## src/rtl/alu_pipe_pkg.sv

```systemverilog
// Shared constants for the ALU result pipeline: default widths and the bit
// layout of the packed {result, branch, carry} payload carried by each stage.
package alu_pipe_pkg;

    localparam int unsigned ALU_DATA_W         = 32;
    localparam int unsigned ALU_PIPE_MAX_DEPTH = 8;

    // Packed payload layout: carry in bit 0, branch in bit 1, result above them.
    localparam int unsigned CARRY_BIT  = 0;
    localparam int unsigned BRANCH_BIT = 1;
    localparam int unsigned RESULT_LSB = 2;

    // Total packed payload width for a given result width.
    function automatic int unsigned payload_width(input int unsigned data_w);
        return data_w + RESULT_LSB;
    endfunction

endpackage

```

## src/rtl/alu_pipe_stage.sv

```systemverilog
// One elastic pipeline stage: a valid bit plus a packed payload register.
// Loads from its upstream neighbour when load_i is high; flush drops the entry.
module alu_pipe_stage
    import alu_pipe_pkg::*;
#(
    parameter int unsigned PAYLOAD_W  = payload_width(ALU_DATA_W),
    parameter bit          CLEAR_DATA = 1'b0
) (
    input  logic                 clk_i,
    input  logic                 async_reset_i,
    input  logic                 flush_i,
    input  logic                 load_i,
    input  logic                 valid_i,
    input  logic [PAYLOAD_W-1:0] payload_i,
    output logic                 valid_o,
    output logic [PAYLOAD_W-1:0] payload_o
);

    logic                 valid_q, valid_d;
    logic [PAYLOAD_W-1:0] payload_q, payload_d;

    // Next state: flush wins; otherwise load when the downstream chain allows it.
    always_comb begin
        valid_d   = valid_q;
        payload_d = payload_q;
        if (flush_i) begin
            valid_d = 1'b0;
            if (CLEAR_DATA) begin
                payload_d = '0;
            end
        end else if (load_i) begin
            valid_d = valid_i;
            if (valid_i) begin
                payload_d = payload_i;
            end else if (CLEAR_DATA) begin
                // Drained without refill: stage goes empty.
                payload_d = '0;
            end
        end
    end

    // State register with asynchronous active-low reset.
    always_ff @(posedge clk_i or negedge async_reset_i) begin
        if (!async_reset_i) begin
            valid_q   <= 1'b0;
            payload_q <= '0;
        end else begin
            valid_q   <= valid_d;
            payload_q <= payload_d;
        end
    end

    assign valid_o   = valid_q;
    assign payload_o = payload_q;

endmodule

```

## src/rtl/alu_result_pipe.sv

```systemverilog
// Elastic DEPTH-stage pipeline for ALU carry/result/branch with valid/ready
// handshake, bubble collapsing, synchronous flush and a registered occupancy.
module alu_result_pipe
    import alu_pipe_pkg::*;
#(
    parameter int unsigned DATA_W     = ALU_DATA_W,
    parameter int unsigned DEPTH      = 2,
    parameter bit          CLEAR_DATA = 1'b0
) (
    input  logic                       clk_i,
    input  logic                       async_reset_i,
    input  logic                       flush_i,
    input  logic                       in_valid_i,
    output logic                       in_ready_o,
    input  logic                       in_carry_i,
    input  logic [DATA_W-1:0]          in_result_i,
    input  logic                       in_branch_i,
    output logic                       out_valid_o,
    input  logic                       out_ready_i,
    output logic                       out_carry_o,
    output logic [DATA_W-1:0]          out_result_o,
    output logic                       out_branch_o,
    output logic [$clog2(DEPTH+1)-1:0] occupancy_o
);

    localparam int unsigned PAYLOAD_W = payload_width(DATA_W);
    localparam int unsigned OCC_W     = $clog2(DEPTH + 1);

    logic [DEPTH:0]         rdy;
    logic [DEPTH-1:0]       valid;
    logic [PAYLOAD_W-1:0]   payload [DEPTH];
    logic [PAYLOAD_W-1:0]   in_payload;
    logic                   in_xfer;
    logic                   out_xfer;
    logic [OCC_W-1:0]       occ_q, occ_d;

    // Pack the ALU outputs into the shared payload layout.
    always_comb begin
        in_payload                         = '0;
        in_payload[CARRY_BIT]              = in_carry_i;
        in_payload[BRANCH_BIT]             = in_branch_i;
        in_payload[RESULT_LSB +: DATA_W]   = in_result_i;
    end

    // Ready chain: a stage accepts if it is empty or everything below it moves.
    // Accumulated in a local so the vector never feeds back on itself.
    always_comb begin
        logic chain;
        chain      = out_ready_i;
        rdy        = '0;
        rdy[DEPTH] = chain;
        for (int k = int'(DEPTH) - 1; k >= 0; k--) begin
            chain  = chain || !valid[k];
            rdy[k] = chain;
        end
    end

    for (genvar k = 0; k < DEPTH; k++) begin : g_stage
        logic                 src_valid;
        logic [PAYLOAD_W-1:0] src_payload;

        if (k == 0) begin : g_head
            assign src_valid   = in_valid_i;
            assign src_payload = in_payload;
        end else begin : g_body
            assign src_valid   = valid[k-1];
            assign src_payload = payload[k-1];
        end

        alu_pipe_stage #(
            .PAYLOAD_W  (PAYLOAD_W),
            .CLEAR_DATA (CLEAR_DATA)
        ) u_stage (
            .clk_i         (clk_i),
            .async_reset_i (async_reset_i),
            .flush_i       (flush_i),
            .load_i        (rdy[k]),
            .valid_i       (src_valid),
            .payload_i     (src_payload),
            .valid_o       (valid[k]),
            .payload_o     (payload[k])
        );
    end

    // Flush discards the input beat, so upstream is never stalled by it.
    assign in_ready_o = rdy[0] || flush_i;
    assign in_xfer    = in_valid_i && rdy[0];
    assign out_xfer   = valid[DEPTH-1] && out_ready_i;

    // Occupancy next state: flush clears, otherwise count transfers in and out.
    always_comb begin
        occ_d = occ_q;
        if (flush_i) begin
            occ_d = '0;
        end else if (in_xfer && !out_xfer) begin
            occ_d = occ_q + OCC_W'(1);
        end else if (out_xfer && !in_xfer) begin
            occ_d = occ_q - OCC_W'(1);
        end
    end

    // Occupancy register.
    always_ff @(posedge clk_i or negedge async_reset_i) begin
        if (!async_reset_i) begin
            occ_q <= '0;
        end else begin
            occ_q <= occ_d;
        end
    end

    assign occupancy_o  = occ_q;
    assign out_valid_o  = valid[DEPTH-1];
    assign out_carry_o  = payload[DEPTH-1][CARRY_BIT];
    assign out_branch_o = payload[DEPTH-1][BRANCH_BIT];
    assign out_result_o = payload[DEPTH-1][RESULT_LSB +: DATA_W];

endmodule

```

## config.mk

```make
export PLATFORM = sky130hd
export DESIGN_NAME = alu_result_pipe
export DESIGN_NICKNAME = d
export VERILOG_FILES = /design/src/rtl/alu_pipe_pkg.sv /design/src/rtl/alu_pipe_stage.sv /design/src/rtl/alu_result_pipe.sv
export SDC_FILE = /design/constraint.sdc
export NUM_CORES = 1
export LEC_CHECK = 0
export CORE_AREA = 10 10 88 90
export CTS_CLUSTER_SIZE = 16
export DETAILED_ROUTE_END_ITERATION = 6
export DIE_AREA = 0 0 98 100
export PLACE_DENSITY = 0.89
export SYNTH_ARGS = -nofsm -noshare
export SYNTH_HDL_FRONTEND = slang
export SYNTH_HIERARCHICAL = 1
export SYNTH_SLANG_ARGS = --single-unit
```

## constraint.sdc

```tcl
create_clock -name clk_i -period 2.5 [get_ports clk_i]
set_input_delay 0.5 -clock clk_i [delete_from_list [all_inputs] [get_ports clk_i]]
set_output_delay 0.5 -clock clk_i [all_outputs]
set_load 0.03 [all_outputs]
```

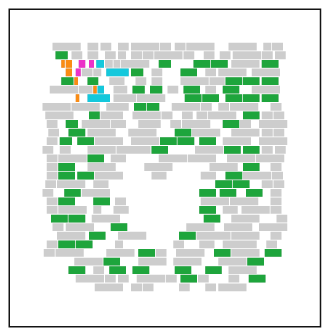
(gate-type map)
multiplexers -> green  # cells 72, most used mux2_4
inverting AOI/OAI gates -> magenta  # cells 3
NAND gates -> cyan  # cells 4, most used nand3b_4
NOR gates -> orange  # cells 6, most used nor2_1, where north-west
post-route insts no fill: 335
most instantiated logic cell after routing: clkdlybuf4s50_1

==> qor.yml <==
outcome: "finished clean"
worstRegToRegCells: 5
maxCapViolations: 0
rsz0062_at_grt: "no"
ys_types: 17
drive_above_1_share: 0.368
synth.most_common_cell: "dfrtp_1"
drc: 0
nonClkBufAreaFrac: 0.207
tool_warnings: 26
wl_met1_mm: 2.56
grtUsageMet2: 0.212
postSynthSeqShare: 0.595
maxSlewViolCount: 0
synth.top_cells.by_area: "dfrtp_1 (59%), mux2_4 (30%), mux2_2 (3.0%), buf_6 (2.2%), nand3b_4 (1.3%)"
synthArstFlopShare: 1.00
lay_top_cells: "clkdlybuf4s50_1 (74), dfrtp_1 (72), mux2_4 (60)"
fin_util: 0.679
clock-sinks: 72
grt_use_met3: 0.0378
nClkBuffers: 10
clk_share: 0.0583
p_leak_nw: 1.99
dr.max_layer_used: "met4"
die_height_um: 100
buffers_excl_clock: 83
ys_warn_count: 6
core-area_um2: 6130
dp_slack_ns: 0.0243
grt_use_total: 0.127
fin_crit_sh: 0.845
yosysTopAreaCellShare: 0.595
clockRootBuffer: "clkbuf_8"
ant_nets: 0
grt_pass1_vias: 1935
grt-ovfl-total: 0
fin_hold_ws_ns: 0.272
syn_nets: 205
slowest_stage: "clkdlybuf4s50_1"
wl_met2_mm: 3.15
tap_cells: 77
n_all_inverters: 0
wl_per_cell_um: 18.3
start_kind: "input port"
period_needed_ns: 2.11
fp_util: 0.494
place_hpwl_mm: 4.31
irDropWorstVdd_mv: 0.558
comb_cell_power_mw: 1.24
hold_violations: 0
largestPowerGroup: "sequential cells"
syn_inst: 166
wirelength_mm: 6.11
power.switching_mw: 1.13
vias_per_cell: 4.93
maxSlewHeadroom: 0.409
finalInstanceArea_um2: 4160
largest_cell_class: "sequential cells"
die-area_um2: 9800
hold_class: "input port to asynchronous set/reset pin"
worst_pin_slew_ns: 0.887
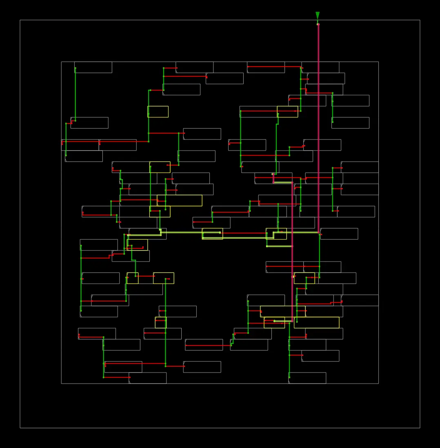
(the clock network)
Clock group: 1.09 mW
skew final: 0.00941 ns

==> kinds of logic (layout without fill, tap and decap cells) <==
group,after synthesis,in the layout,synth area share
flip-flops,72,72,0.595
AND/OR/NAND/NOR,13,13,0.0364
multiplexers,72,72,0.341
buffers and inverters,6,98,0.0223
AND-OR/OR-AND,3,3,0.00537
==> registers in the layout, indices dropped and copies added (netlist names) <==
| name | cells |
|---|---|
| occupancy_o | 2 |
| g_stage.u_stage/payload_o | 68 |
| g_stage.u_stage/valid_o | 2 |
==> worst max-delay path: cells and delay by family <==
| family | cells | cell delay [ns] |
|---|---|---|
| and+or+nand+nor | 2 | 0.45 |
| buffers and inverters | 2 | 0.66 |
Power figures rest on the tool's default switching activity, not on a simulated workload.
